==> src/rtl/wb_pkg.sv <==
// ============================================================================
// Module   : wb_pkg
// Brief    : Shared write-back constants, defaults and payload helpers.
// Revision : 1.0
// ============================================================================
`default_nettype none

package wb_pkg;

    localparam int WB_DEF_WIDTH = 32;
    localparam int WB_DEF_NSRC  = 4;

    localparam int WB_ALU = 0;
    localparam int WB_IMM = 1;
    localparam int WB_MEM = 2;
    localparam int WB_PC4 = 3;

    localparam int WB_RD_W   = 5;
    // err + we + rd travel alongside the data word
    localparam int WB_META_W = WB_RD_W + 2;

    function automatic logic wb_qual_we(
        input logic               we,
        input logic [WB_RD_W-1:0] rd,
        input logic               sel_ok
    );
        return we && sel_ok && (rd != '0);
    endfunction

endpackage : wb_pkg

`default_nettype wire

==> src/rtl/wb_skid_buf.sv <==
// ============================================================================
// Module   : wb_skid_buf
// Brief    : Output register plus one skid entry; in_ready is purely registered.
// Revision : 1.0
// ============================================================================
`default_nettype none

module wb_skid_buf #(
    parameter int PW = 39
) (
    input  logic          clk,
    input  logic          rst_n,
    input  logic          in_valid,
    output logic          in_ready,
    input  logic [PW-1:0] in_payload,
    output logic          out_valid,
    input  logic          out_ready,
    output logic [PW-1:0] out_payload
);

    logic          r_out_valid;
    logic [PW-1:0] r_out_pl;
    logic          r_skid_valid;
    logic [PW-1:0] r_skid_pl;

    logic          w_in_xfer;
    logic          w_out_free;

    assign w_in_xfer  = in_valid && !r_skid_valid;
    // Output register is free this edge when empty or being drained
    assign w_out_free = !r_out_valid || out_ready;

    always_ff @(posedge clk) begin
        if (!rst_n) begin
            r_out_valid  <= 1'b0;
            r_out_pl     <= '0;
            r_skid_valid <= 1'b0;
            r_skid_pl    <= '0;
        end else if (w_out_free) begin
            if (r_skid_valid) begin
                r_out_valid  <= 1'b1;
                r_out_pl     <= r_skid_pl;
                r_skid_valid <= 1'b0;
            end else if (w_in_xfer) begin
                r_out_valid  <= 1'b1;
                r_out_pl     <= in_payload;
            end else begin
                r_out_valid  <= 1'b0;
            end
        end else if (w_in_xfer) begin
            r_skid_valid <= 1'b1;
            r_skid_pl    <= in_payload;
        end
    end

    assign in_ready    = !r_skid_valid;
    assign out_valid   = r_out_valid;
    assign out_payload = r_out_pl;

endmodule : wb_skid_buf

`default_nettype wire

==> src/rtl/wb_sel_stage.sv <==
// ============================================================================
// Module   : wb_sel_stage
// Brief    : Write-back source select with range/x0 qualification and skid output.
// Revision : 1.0
// ============================================================================
`default_nettype none

module wb_sel_stage
    import wb_pkg::*;
#(
    parameter int WIDTH = WB_DEF_WIDTH,
    parameter int NSRC  = WB_DEF_NSRC,
    parameter int SELW  = $clog2(NSRC)
) (
    input  logic                  clk,
    input  logic                  rst_n,
    input  logic                  in_valid,
    output logic                  in_ready,
    input  logic [SELW-1:0]       in_sel,
    input  logic [NSRC*WIDTH-1:0] in_data,
    input  logic [4:0]            in_rd,
    input  logic                  in_we,
    output logic                  out_valid,
    input  logic                  out_ready,
    output logic [WIDTH-1:0]      out_data,
    output logic [4:0]            out_rd,
    output logic                  out_we,
    output logic                  out_err
);

    localparam int c_pw = WIDTH + WB_META_W;

    logic [WIDTH-1:0] w_src [NSRC];
    logic [WIDTH-1:0] w_sel_data;
    logic             w_sel_ok;
    logic             w_we_q;
    logic [c_pw-1:0]  w_in_pl;
    logic [c_pw-1:0]  w_out_pl;

    generate
        for (genvar k = 0; k < NSRC; k++) begin : g_src
            assign w_src[k] = in_data[k*WIDTH +: WIDTH];
        end
    endgenerate

    // Unmatched selects (>= NSRC) leave data at zero and flag the beat
    always_comb begin
        w_sel_ok   = 1'b0;
        w_sel_data = '0;
        for (int k = 0; k < NSRC; k++) begin
            if (in_sel == SELW'(k)) begin
                w_sel_ok   = 1'b1;
                w_sel_data = w_src[k];
            end
        end
    end

    assign w_we_q  = wb_qual_we(in_we, in_rd, w_sel_ok);
    assign w_in_pl = {!w_sel_ok, w_we_q, in_rd, w_sel_data};

    wb_skid_buf #(
        .PW (c_pw)
    ) u_skid (
        .clk         (clk),
        .rst_n       (rst_n),
        .in_valid    (in_valid),
        .in_ready    (in_ready),
        .in_payload  (w_in_pl),
        .out_valid   (out_valid),
        .out_ready   (out_ready),
        .out_payload (w_out_pl)
    );

    assign out_err  = w_out_pl[WIDTH+6];
    assign out_we   = w_out_pl[WIDTH+5];
    assign out_rd   = w_out_pl[WIDTH+4:WIDTH];
    assign out_data = w_out_pl[WIDTH-1:0];

endmodule : wb_sel_stage

`default_nettype wire
==> config.mk <==
export PLATFORM = sky130hd
export DESIGN_NAME = wb_sel_stage
export DESIGN_NICKNAME = d
export VERILOG_FILES = /design/src/rtl/wb_pkg.sv /design/src/rtl/wb_skid_buf.sv /design/src/rtl/wb_sel_stage.sv
export SDC_FILE = /design/constraint.sdc
export NUM_CORES = 1
export LEC_CHECK = 0
export ABC_AREA = 1
export CAP_MARGIN = 5
export CORE_MARGIN = 5
export CORE_UTILIZATION = 43
export CTS_CLUSTER_DIAMETER = 80
export DETAILED_ROUTE_END_ITERATION = 10
export HOLD_SLACK_MARGIN = 0.02
export PLACE_DENSITY = 0.81
export SYNTH_ARGS = -nofsm -noshare
export SYNTH_HDL_FRONTEND = slang
export SYNTH_SLANG_ARGS = --single-unit
==> constraint.sdc <==
create_clock -name clk -period 1.3 [get_ports clk]
set_input_delay 0.13 -clock clk [delete_from_list [all_inputs] [get_ports clk]]
set_output_delay 0.13 -clock clk [all_outputs]
set_load 0.02 [all_outputs]
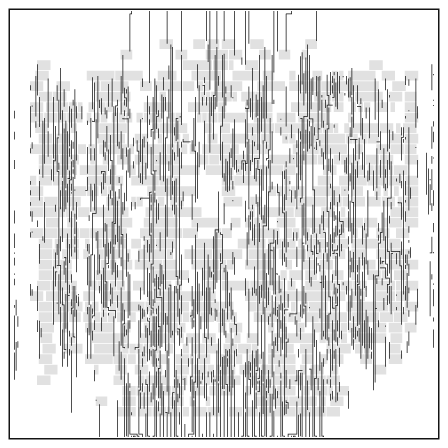
(images/layer_met2.png)
Cells faint in the background.
wire length on this layer: 6930 um
main direction: vertical
longest straight run: 40.1 um
nets with wire on the layer: 729

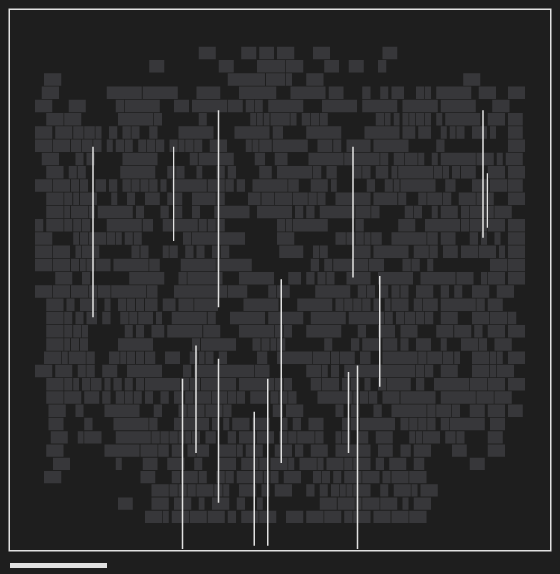
(images/layer_met4.png)
Scale bar: 20 um. Cells faint in the background.
longest straight run: 40.1 um
wire length on this layer: 418 um
share of all routed wire: 2.9%
main direction: vertical
nets with wire on the layer: 13
vias after detailed routing: 4694
total detailed-routing wirelength: 14200 um

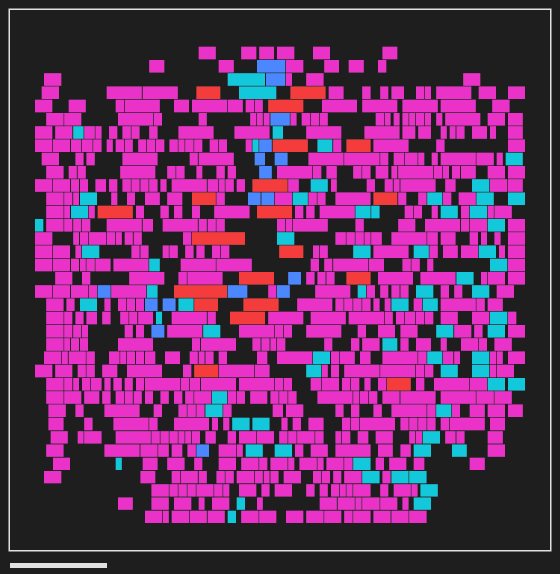
(images/sizes.png)
Scale bar: 20 um.
legend:
  _6 and larger:
    colour: red
    cells: 20
    share: 2.7%
  _0 and _1 cells:
    colour: magenta
    cells: 637
    share: 86%
  _3 and _4 cells:
    colour: blue
    cells: 17
    share: 2.3%
  _2 cells:
    colour: cyan
    cells: 70
    share: 9.4%
buffers outside the clock class: 201
final worst setup slack: 0.0258 ns
post-route design area: 0.00646 sq mm
relative area change from synthesis to final layout: 47.8%

==> results.toml <==
# synthesis and place-and-route metrics
[run_status]
run_status = "finished clean"

[yosys]
post_synth_design_cell_area_sq_mm = 0.00437
synth-area-yosys_sq_mm = 0.00437
synth-seq-area-share_pct = 36.6
synthCells = 579
number_of_synthesized_register_bits = 80
mean_cell_area_of_the_mapped_netlist_sq_um = 7.55
fp_nets = 719
post_synth_num_cell_types = 26

[die]
die-area_sq_mm = 0.0123
fp-row-count = 36
fp.dieW_um = 111

[global_routing]
via_count_of_the_first_global_routing_pass = 4883
antenna_violations_before_repair = 1

[worst_setup_path]
kind_of_end_point_of_the_critical_path = "output port"
timing_worst_setup_path_type = "flop to output port"
path_max_fanout = 4
worstPathArrival_ns = 1.14
worstPathRequired_ns = 1.17

[flow_run]
maxCapViolations = 0

[clocking]
cts.clk_slew.worst_paths_ns = 0.08
clkSinkCount = 80

[power]
power.density_cell_area_mw_per_mm2 = 960
max-vdd-ir-drop_v = 0.000624
totalPowerFinal_uw = 6200

[layout]
finish.cell_count_without_fillers = 877
drive_above_1_share_pct = 14.4
regArea_sq_mm = 0.00160
layout.core_utilization_pct = 65.5
num_antenna_cells = 0
final_nets = 880

[final_timing]
unrepaired_setup_endpoints_after_global_routing = "false"
setup_viol = 0
min_period_over_period_pct = 98.0

[place]
gp_congestion = 0.876
count_of_input_and_output_buffers = 180

[drt]
vias_per_cell = 5.35

[hold_path]
min-delay-path-class = "primary input to flop"
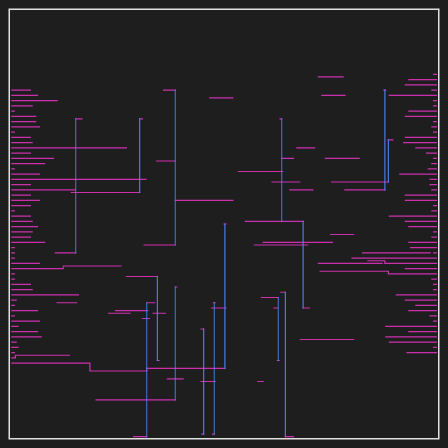
(images/wires.png)
Two of the layers only.
legend:
  metal 4:
    colour: blue
    wire_length: 418 um
  metal 3:
    colour: magenta
    wire_length: 1050 um
aggregate global-route resource usage: 22.9%
routed length per placed instance: 16.2 um

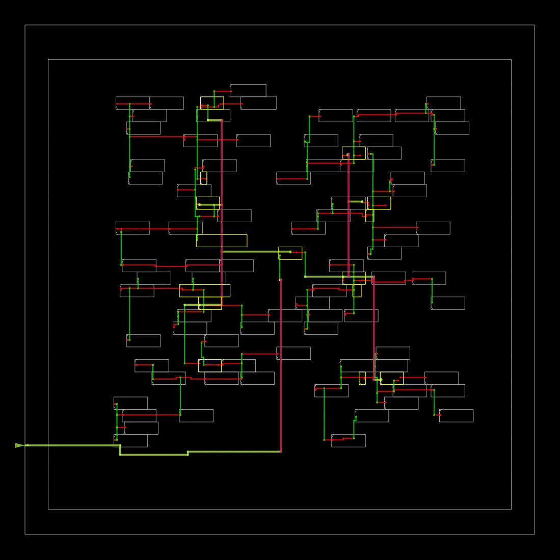
(images/clocks.png)
number of clock buffers inserted by TritonCTS: 9
registers: 80

==> what timing repair did <==
item | in CTS | in global routing
cloned | 0 | 0
gates resized | 42 | 1
endpoints found under the setup margin | 41 | 1
==> worst max-delay path, cell delays in order, from the launching register on <==
cell                              delay (ns)
sky130_fd_sc_hd__dfxtp_2                0.36
sky130_fd_sc_hd__inv_4                  0.07
sky130_fd_sc_hd__clkdlybuf4s15_1        0.36
==> registers in the layout (all words and copies together), names as in the netlist <==
register / count
u_skid.out_valid: 1
u_skid.r_skid_valid: 1
u_skid.out_payload: 39
u_skid.r_skid_pl: 39
==> cell type report <==
class	instances	share of cell area, %
Multi-Input combinational cell	437	37.7
Timing Repair Buffer	201	31.1
Sequential cell	80	24.8
Tap cell	133	2.58
Clock buffer	11	2.03
Clock inverter	4	1.08
Inverter	11	0.678
==> cell usage after synthesis <==
| library cell | number |
|---|---|
| sky130_fd_sc_hd__a211oi_1 | 5 |
| sky130_fd_sc_hd__a21oi_1 | 92 |
| sky130_fd_sc_hd__a21oi_2 | 13 |
| sky130_fd_sc_hd__buf_12 | 1 |
| sky130_fd_sc_hd__buf_2 | 20 |
| sky130_fd_sc_hd__buf_4 | 9 |
| sky130_fd_sc_hd__buf_6 | 4 |
| sky130_fd_sc_hd__clkbuf_1 | 17 |
| sky130_fd_sc_hd__dfxtp_1 | 80 |
| sky130_fd_sc_hd__inv_1 | 7 |
| sky130_fd_sc_hd__inv_2 | 3 |
| sky130_fd_sc_hd__inv_4 | 1 |
| sky130_fd_sc_hd__nand2_1 | 67 |
| sky130_fd_sc_hd__nand2_2 | 2 |
| sky130_fd_sc_hd__nand2_4 | 1 |
| sky130_fd_sc_hd__nand3_1 | 55 |
| sky130_fd_sc_hd__nand3_2 | 43 |
| sky130_fd_sc_hd__nand4_1 | 1 |
| sky130_fd_sc_hd__nor2_1 | 13 |
| sky130_fd_sc_hd__nor2_4 | 2 |
| sky130_fd_sc_hd__nor3_1 | 1 |
| sky130_fd_sc_hd__o21ai_0 | 86 |
| sky130_fd_sc_hd__o21ai_1 | 23 |
| sky130_fd_sc_hd__o21ai_2 | 1 |
| sky130_fd_sc_hd__or2_1 | 30 |
| sky130_fd_sc_hd__or2_2 | 2 |
==> layer usage <==
metal  GRT usage (%)  routed length [um]  vias to the layer above
li1                -                   -                     2338
met2            38.9                6930                      190
met3            6.22                1050                       35
met1            27.4                5810                     2129
met5               0                   8                        -
met4            9.03                 417                        2
==> final timing paths <==
| check | start | endpoint | cells past startpoint |
|---|---|---|---|
| min | rst_n | u_skid.r_skid_pl[15] | 4 |
| max | u_skid.r_skid_valid | in_ready | 2 |
| min reg2reg | u_skid.r_skid_pl[38] | u_skid.r_skid_pl[38] | 2 |
| max reg2reg | u_skid.r_skid_valid | u_skid.out_payload[33] | 4 |
==> report_power, final <==
group | leakage [uW] | switching, uW | internal (uW)
Sequential | 0.000658 | 82.1 | 2610
Clock | 0.000103 | 827 | 1070
Combinational | 0.00196 | 820 | 794
==> logic make-up (layout without fill, tap and decap cells) <==
logic type	Yosys count	count (layout)	share of synthesized area [%]
compound gates	220	220	26.7
buf+inv	62	227	7.78
flops	80	80	36.6
simple gates	217	217	28.9
Power is estimated from default activity; no workload was simulated.
